### config.mk
export PLATFORM = sky130hd
export DESIGN_NAME = axi_slv_rd
export DESIGN_NICKNAME = d
export VERILOG_FILES = /design/src/rtl/axi_slv_rd_pkg.sv /design/src/rtl/axi_sync_fifo.sv /design/src/rtl/axi_slv_rd.sv
export SDC_FILE = /design/constraint.sdc
export NUM_CORES = 1
export LEC_CHECK = 0
export CORE_MARGIN = 8
export CORE_UTILIZATION = 60
export CTS_BUF_LIST = sky130_fd_sc_hd__clkbuf_16
export CTS_CLUSTER_SIZE = 14
export DETAILED_ROUTE_END_ITERATION = 8
export PLACE_DENSITY = 0.82
export SYNTH_ARGS = -nofsm -noshare
export SYNTH_HDL_FRONTEND = slang
export SYNTH_HIERARCHICAL = 1
export SYNTH_SLANG_ARGS = --single-unit
### constraint.sdc
create_clock -name clk -period 13.55 [get_ports clk]
set_clock_uncertainty 0.05 [all_clocks]
set_input_delay 2.71 -clock clk [delete_from_list [all_inputs] [get_ports clk]]
set_output_delay 2.71 -clock clk [all_outputs]
set_load 0.05 [all_outputs]
### src/rtl/axi_slv_rd_pkg.sv
// ============================================================================
// Module  : axi_slv_rd_pkg
// Brief   : Shared AXI encodings, AR request record and next-beat address helper.
// Revision: 1.0 - initial release
// ============================================================================
`timescale 1ns/1ps
`default_nettype none

`ifndef AXI_DEFINES_SV
`define AXI_DEFINES_SV
`define AXI_ID_WIDTH     4
`define AXI_ADDR_WIDTH   32
`define AXI_LEN_WIDTH    8
`define AXI_SIZE_WIDTH   3
`define AXI_BURST_WIDTH  2
`define AXI_USER_WIDTH   4
`define AXI_DATA_WIDTH   32
`define AXI_RESP_WIDTH   2
`define AXI_BURST_FIXED  2'b00
`define AXI_BURST_INCR   2'b01
`define AXI_BURST_WRAP   2'b10
`define AXI_SIZE_1B      3'b000
`define AXI_SIZE_2B      3'b001
`define AXI_SIZE_4B      3'b010
`define AXI_SIZE_8B      3'b011
`define AXI_RESP_OKAY    2'b00
`define AXI_RESP_EXOKAY  2'b01
`define AXI_RESP_SLVERR  2'b10
`define AXI_RESP_DECERR  2'b11
`endif

package axi_slv_rd_pkg;

    localparam int C_AW = `AXI_ADDR_WIDTH;
    localparam logic [`AXI_SIZE_WIDTH-1:0] C_MAX_SIZE =
        `AXI_SIZE_WIDTH'($clog2(`AXI_DATA_WIDTH/8));

    typedef struct packed {
        logic [`AXI_ID_WIDTH-1:0]    id;
        logic [`AXI_ADDR_WIDTH-1:0]  addr;
        logic [`AXI_LEN_WIDTH-1:0]   len;
        logic [`AXI_SIZE_WIDTH-1:0]  size;
        logic [`AXI_BURST_WIDTH-1:0] burst;
        logic [`AXI_USER_WIDTH-1:0]  user;
    } ar_req_t;

    typedef enum logic [0:0] {
        ST_IDLE  = 1'b0,
        ST_BURST = 1'b1
    } rd_state_t;

    // Address of the beat following 'cur' within a burst.
    function automatic logic [C_AW-1:0] axi_next_addr(
        input logic [`AXI_BURST_WIDTH-1:0] burst,
        input logic [`AXI_SIZE_WIDTH-1:0]  size,
        input logic [`AXI_LEN_WIDTH-1:0]   len,
        input logic [C_AW-1:0]             cur
    );
        logic [C_AW-1:0] w_bytes;
        logic [C_AW-1:0] w_wrap;
        w_bytes = C_AW'(1) << size;
        w_wrap  = w_bytes * (C_AW'(len) + C_AW'(1));
        case (burst)
            `AXI_BURST_INCR: return (cur & ~(w_bytes - C_AW'(1))) + w_bytes;
            `AXI_BURST_WRAP: return (cur & ~(w_wrap - C_AW'(1))) |
                                    ((cur + w_bytes) & (w_wrap - C_AW'(1)));
            default:         return cur;
        endcase
    endfunction

    function automatic logic axi_rd_slverr(
        input logic [`AXI_BURST_WIDTH-1:0] burst,
        input logic [`AXI_SIZE_WIDTH-1:0]  size,
        input logic [`AXI_LEN_WIDTH-1:0]   len
    );
        logic w_bad_wrap;
        w_bad_wrap = (burst == `AXI_BURST_WRAP) &&
                     !(len inside {8'd1, 8'd3, 8'd7, 8'd15});
        return (size > C_MAX_SIZE) || w_bad_wrap;
    endfunction

endpackage

`default_nettype wire

### src/rtl/axi_sync_fifo.sv
// ============================================================================
// Module  : axi_sync_fifo
// Brief   : Show-ahead synchronous in-order queue with occupancy count.
// Revision: 1.0 - initial release
// ============================================================================
`timescale 1ns/1ps
`default_nettype none

module axi_sync_fifo #(
    parameter  int WIDTH = 8,
    parameter  int DEPTH = 4,
    localparam int C_PW  = $clog2(DEPTH),
    localparam int C_CW  = $clog2(DEPTH + 1)
) (
    input  logic             clk,
    input  logic             rst_n,
    input  logic             i_push,
    input  logic [WIDTH-1:0] i_data,
    input  logic             i_pop,
    output logic [WIDTH-1:0] o_data,
    output logic             o_full,
    output logic             o_empty,
    output logic [C_CW-1:0]  o_count
);

    logic [WIDTH-1:0] r_mem [DEPTH];
    logic [C_PW-1:0]  r_wr_ptr;
    logic [C_PW-1:0]  r_rd_ptr;
    logic [C_CW-1:0]  r_count;
    logic             w_do_push;
    logic             w_do_pop;

    assign o_full    = (r_count == C_CW'(DEPTH));
    assign o_empty   = (r_count == '0);
    assign o_count   = r_count;
    assign o_data    = r_mem[r_rd_ptr];
    assign w_do_push = i_push && !o_full;
    assign w_do_pop  = i_pop && !o_empty;

    always_ff @(posedge clk) begin
        if (w_do_push) begin
            r_mem[r_wr_ptr] <= i_data;
        end
    end

    always_ff @(posedge clk or negedge rst_n) begin
        if (!rst_n) begin
            r_wr_ptr <= '0;
            r_rd_ptr <= '0;
            r_count  <= '0;
        end else begin
            if (w_do_push) r_wr_ptr <= r_wr_ptr + C_PW'(1);
            if (w_do_pop)  r_rd_ptr <= r_rd_ptr + C_PW'(1);
            case ({w_do_push, w_do_pop})
                2'b10:   r_count <= r_count + C_CW'(1);
                2'b01:   r_count <= r_count - C_CW'(1);
                default: r_count <= r_count;
            endcase
        end
    end

endmodule

`default_nettype wire

### src/rtl/axi_slv_rd.sv
// ============================================================================
// Module  : axi_slv_rd
// Brief   : AXI read slave returning address-derived data, in-order AR queue.
// Revision: 1.0 - initial release
// ============================================================================
`timescale 1ns/1ps
`default_nettype none

module axi_slv_rd
    import axi_slv_rd_pkg::*;
#(
    parameter int                         OST_DEPTH  = 4,
    parameter logic [`AXI_ADDR_WIDTH-1:0] ADDR_LIMIT = 'h1000
) (
    input  logic                        clk,
    input  logic                        rst_n,
    input  logic [`AXI_ID_WIDTH-1:0]    axi_slv_arid,
    input  logic [`AXI_ADDR_WIDTH-1:0]  axi_slv_araddr,
    input  logic [`AXI_LEN_WIDTH-1:0]   axi_slv_arlen,
    input  logic [`AXI_SIZE_WIDTH-1:0]  axi_slv_arsize,
    input  logic [`AXI_BURST_WIDTH-1:0] axi_slv_arburst,
    input  logic [`AXI_USER_WIDTH-1:0]  axi_slv_aruser,
    input  logic                        axi_slv_arvalid,
    output logic                        axi_slv_arready,
    output logic [`AXI_ID_WIDTH-1:0]    axi_slv_rid,
    output logic [`AXI_DATA_WIDTH-1:0]  axi_slv_rdata,
    output logic [`AXI_RESP_WIDTH-1:0]  axi_slv_rresp,
    output logic [`AXI_USER_WIDTH-1:0]  axi_slv_ruser,
    output logic                        axi_slv_rlast,
    output logic                        axi_slv_rvalid,
    input  logic                        axi_slv_rready
);

    localparam int C_OW = $clog2(OST_DEPTH + 1);

    ar_req_t                       w_ar_req;
    ar_req_t                       w_head;
    logic                          w_push;
    logic                          w_pop;
    logic                          w_full;
    logic                          w_empty;
    logic [C_OW-1:0]               w_fifo_count;
    logic [C_OW-1:0]               w_occ;

    rd_state_t                     r_state;
    rd_state_t                     w_state_nxt;
    ar_req_t                       r_cur;
    ar_req_t                       w_cur_nxt;
    logic [`AXI_LEN_WIDTH-1:0]     r_beat;
    logic [`AXI_LEN_WIDTH-1:0]     w_beat_nxt;
    logic                          w_hs;
    logic                          w_load;
    logic                          w_slverr;
    logic                          w_decerr;

    logic                          r_rvalid,  w_rvalid_nxt;
    logic                          r_rlast,   w_rlast_nxt;
    logic [`AXI_DATA_WIDTH-1:0]    r_rdata,   w_rdata_nxt;
    logic [`AXI_RESP_WIDTH-1:0]    r_rresp,   w_rresp_nxt;

    assign w_ar_req = '{id:    axi_slv_arid,
                        addr:  axi_slv_araddr,
                        len:   axi_slv_arlen,
                        size:  axi_slv_arsize,
                        burst: axi_slv_arburst,
                        user:  axi_slv_aruser};

    // The active burst lives in r_cur, so it counts toward occupancy until its last beat.
    assign w_occ           = w_fifo_count + C_OW'(r_state == ST_BURST);
    assign axi_slv_arready = !w_full && (w_occ < C_OW'(OST_DEPTH));
    assign w_push          = axi_slv_arvalid && axi_slv_arready;

    axi_sync_fifo #(
        .WIDTH ($bits(ar_req_t)),
        .DEPTH (OST_DEPTH)
    ) u_ar_fifo (
        .clk     (clk),
        .rst_n   (rst_n),
        .i_push  (w_push),
        .i_data  (w_ar_req),
        .i_pop   (w_pop),
        .o_data  (w_head),
        .o_full  (w_full),
        .o_empty (w_empty),
        .o_count (w_fifo_count)
    );

    always_comb begin
        w_state_nxt  = r_state;
        w_cur_nxt    = r_cur;
        w_beat_nxt   = r_beat;
        w_rvalid_nxt = r_rvalid;
        w_load       = 1'b0;
        w_pop        = 1'b0;
        w_hs         = r_rvalid && axi_slv_rready;

        case (r_state)
            ST_IDLE: begin
                if (!w_empty) w_load = 1'b1;
            end
            ST_BURST: begin
                if (w_hs) begin
                    if (r_rlast) begin
                        if (!w_empty) begin
                            w_load = 1'b1;
                        end else begin
                            w_state_nxt  = ST_IDLE;
                            w_rvalid_nxt = 1'b0;
                        end
                    end else begin
                        w_beat_nxt     = r_beat + `AXI_LEN_WIDTH'(1);
                        w_cur_nxt.addr = axi_next_addr(r_cur.burst, r_cur.size,
                                                       r_cur.len, r_cur.addr);
                    end
                end
            end
            default: w_state_nxt = ST_IDLE;
        endcase

        if (w_load) begin
            w_pop        = 1'b1;
            w_cur_nxt    = w_head;
            w_beat_nxt   = '0;
            w_state_nxt  = ST_BURST;
            w_rvalid_nxt = 1'b1;
        end

        // Payload of the beat that will be presented after this edge.
        w_slverr    = axi_rd_slverr(w_cur_nxt.burst, w_cur_nxt.size, w_cur_nxt.len);
        w_decerr    = (w_cur_nxt.addr >= ADDR_LIMIT);
        w_rresp_nxt = w_slverr ? `AXI_RESP_SLVERR :
                      w_decerr ? `AXI_RESP_DECERR : `AXI_RESP_OKAY;
        w_rdata_nxt = (w_slverr || w_decerr) ? '0 : `AXI_DATA_WIDTH'(w_cur_nxt.addr);
        w_rlast_nxt = w_rvalid_nxt && (w_beat_nxt == w_cur_nxt.len);
    end

    always_ff @(posedge clk or negedge rst_n) begin
        if (!rst_n) begin
            r_state  <= ST_IDLE;
            r_cur    <= '0;
            r_beat   <= '0;
            r_rvalid <= 1'b0;
            r_rlast  <= 1'b0;
            r_rdata  <= '0;
            r_rresp  <= `AXI_RESP_OKAY;
        end else begin
            r_state  <= w_state_nxt;
            r_cur    <= w_cur_nxt;
            r_beat   <= w_beat_nxt;
            r_rvalid <= w_rvalid_nxt;
            r_rlast  <= w_rlast_nxt;
            r_rdata  <= w_rdata_nxt;
            r_rresp  <= w_rresp_nxt;
        end
    end

    assign axi_slv_rvalid = r_rvalid;
    assign axi_slv_rlast  = r_rlast;
    assign axi_slv_rdata  = r_rdata;
    assign axi_slv_rresp  = r_rresp;
    assign axi_slv_rid    = r_cur.id;
    assign axi_slv_ruser  = r_cur.user;

endmodule

`default_nettype wire

Figure 1. Clock routing.
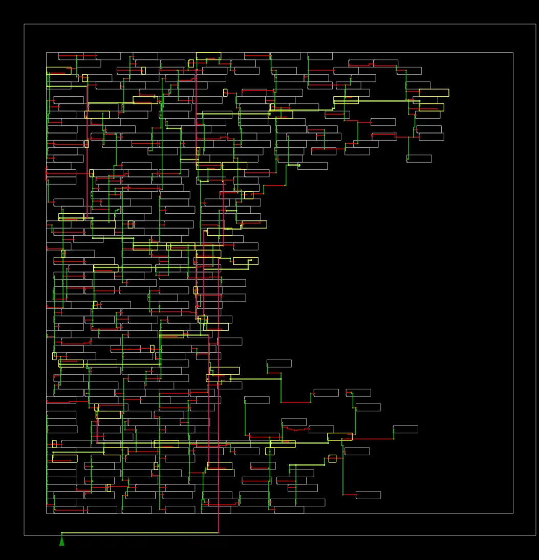
CTS Buf Count: 29
Flop Count: 317

Figure 2. Pin map.
Drawn at 2 px/um. Pins as bars across the die edge, other pins in grey.
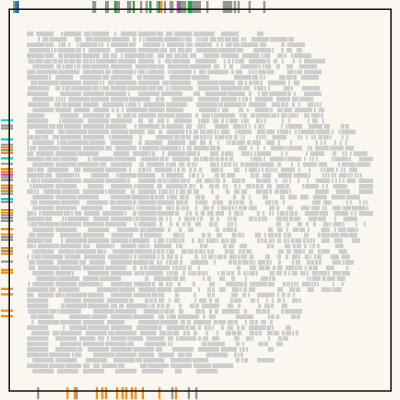
Magenta marks axi_slv_rresp, pins 2, direction output, edge 1 top, 1 left. Green marks axi_slv_arlen, pins 8, direction input, edge top. Blue marks axi_slv_arready, pins 1, direction output, edge top. Cyan marks axi_slv_aruser, pins 4, direction input, edge left. Orange marks axi_slv_araddr, pins 32, direction input, edge 18 left, 13 bottom, 1 top.
Die Width: 190 um
Die Y: 190 um
number of port buffers: 101

Figure 3. Cells coloured by class.
Drawn at 1.5 px/um.
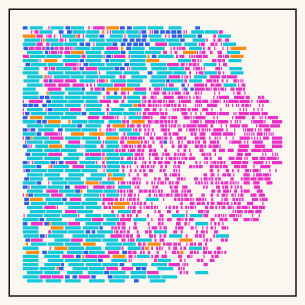
Magenta marks remaining logic cells, cells 1,163. Cyan marks registers, cells 317. Blue marks remaining buffers and delay cells, cells 116. Orange marks clock drivers and dummy loads, cells 54.
Design Area, Final: 20,300 um2
fin util: 0.683
row count: 63
Core ar.: 29,700 um2
Seq area share: 0.443

Figure 4. Signal wires by layer.
Drawn at 1.5 px/um.
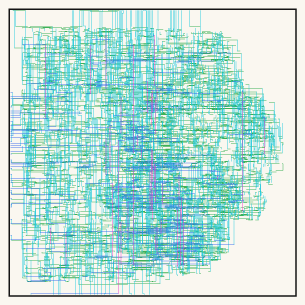
Magenta marks M4, wire length 1,150 um. Cyan marks M2, wire length 22.7 mm. Green marks M1, wire length 18,900 um. Blue marks M3, wire length 4,020 um.
total number of vias: 13,000
final wirelength: 46,800 um
Wirelength per Cell: 22.9 um

Figure 5. Cell area per tile.
Drawn at 2 px/um. The die is cut into 19 by 19 equal tiles; black is low, pale yellow is high, 0 to 100% covered.
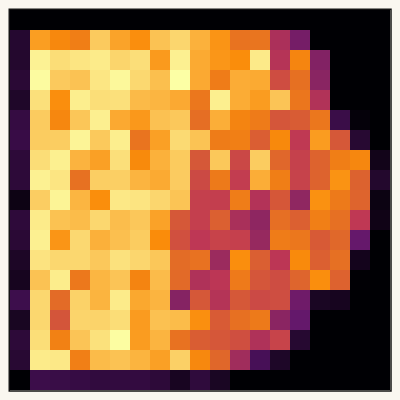
The fullest tile reaches 100%. 39% of the tiles are over 75% full. The emptiest ninth of the die: lower right. The densest ninth of the die: middle left. The mean over all tiles is 55%. 18% of the tiles are nearly empty.
initial core utilization: 0.612

==> flow_metrics.py <==
# Synthesis and PnR figures
metrics = {
    "run_status": {
        "outcome": "completed",
    },
    "global_route": {
        "use_met2": 0.417,
        "grt-busiest-layer": "met2",
        "grt.overflow.total": 0,
        "antenna_found_initial": 1,
        "grt_pass1_vias": 12900,
        "grt_use_total": 0.255,
        "grt_max_degree": 72,
    },
    "critical_path": {
        "worst_ep_arrival_time_ns": 8.95,
        "worstSetupPathType": "reg -> reg",
        "worstPathCellList": "nand2_1, or2_2, inv_1, nand2_1, fa_1, inv_1, fa_1, fa_1, fa_1, inv_1, fa_1, inv_1, ha_1, a21o_1, a221o_1, a21oi_2, a21boi_1, or3_1, and4_1, o32a_1, or4_1, or4_4, nor4_4, and2b_1",
        "crit_family": "simple AND/OR/NAND/NOR gates",
        "crit_path_frequent_cell": "fa_1",
        "cp_num_cells": 24,
        "path_buffers": 4,
        "crit_slowest_cell": "dfrtp_1",
        "rr_worst_depth": 24,
        "slowest_delay_ns": 0.84,
        "startpoint": "r_cur[7]",
    },
    "synth": {
        "top_cell_area_share": 0.350,
        "ys_seq_frac": 0.494,
        "simple_gate_share": 0.134,
        "syn_avg_cell_area_um2": 11.7,
        "synth_top_cell_by_count": "edfxtp_1",
        "syn_area_um2": 18200,
        "top_logic_kind": "simple AND/OR/NAND/NOR gates",
        "syn_inst": 1550,
        "synthTopCellsByArea": "edfxtp_1 (35%), dfrtp_1 (14%), mux4_2 (5.9%)",
        "synth-edff-count": 212,
        "flop_cell": "edfxtp_1",
        "ys_ff": 317,
    },
    "final_layout": {
        "dominant_cells": "sequential cells",
        "logic_area_um2": 8320,
        "nonClkBufAreaFrac": 0.0552,
        "inverters": 122,
        "layout.nets": 1815,
        "clkbuf_count": 29,
        "comb_share": 0.410,
        "stdcell_count": 2041,
        "area_growth_pct": 11.6,
    },
    "route": {
        "drt-vias-per-instance": 6.36,
        "drt_first_pass_iters": 6,
        "antenna_left": 0,
        "drtIter0Drc": 1573,
    },
    "power": {
        "p_comb_frac": 0.585,
        "power.total_uw": 5490,
        "ir_drop_mv": 0.231,
        "power_density_nw_per_um2": 270,
        "p_switching_uw": 2560,
        "switching_share": 0.466,
    },
    "sta": {
        "layout_setup_ws_ns": 4.99,
        "fmax_mhz": 117,
        "setup_tns_ns": 0,
        "setup_violations": 0,
        "holdWs_ns": 0.453,
    },
    "clocking": {
        "clk_pin_slew_worst_paths_ns": 0.07,
        "insertion_delay_ns": 0.55,
        "clk_path_buf_depth": 3,
    },
    "placed_design": {
        "gp_congestion": 0.966,
        "dp_cells": 1986,
    },
    "worst_hold_path": {
        "hold_path_depth": 2,
    },
    "flow_run": {
        "openroad.warnings": 39,
        "max_cap_viol_count": 0,
    },
}
worst paths after layout:
check,to,slack [ns]
min,axi_slv_ruser[3],0.45
min reg2reg,axi_slv_ruser[3],0.45
max reg2reg,axi_slv_rresp[0],4.99
min in group asynchronous,axi_slv_ruser[1],2.09
max,axi_slv_rresp[0],4.99
max in group asynchronous,u_ar_fifo/r_rd_ptr[0],9.95
layer usage:
metal / share of wire / vias to the layer above / wire [um]
li1: - / 5803 / -
met1: 0.40 / 6457 / 18900
met2: 0.49 / 633 / 22700
met3: 0.086 / 90 / 4020
met4: 0.025 / 0 / 1150
met5: 0 / - / 0
power groups by stage:
stage	clock network (uW)	registers [uW]	logic (uW)
global placement	0	1490	3090
CTS	782	1490	3170
floorplan	0	1390	2490
detailed placement	0	1510	3120
finish	776	1500	3210
global route	820	1530	3540
Power figures rest on the tool's default switching activity, not on a simulated workload.
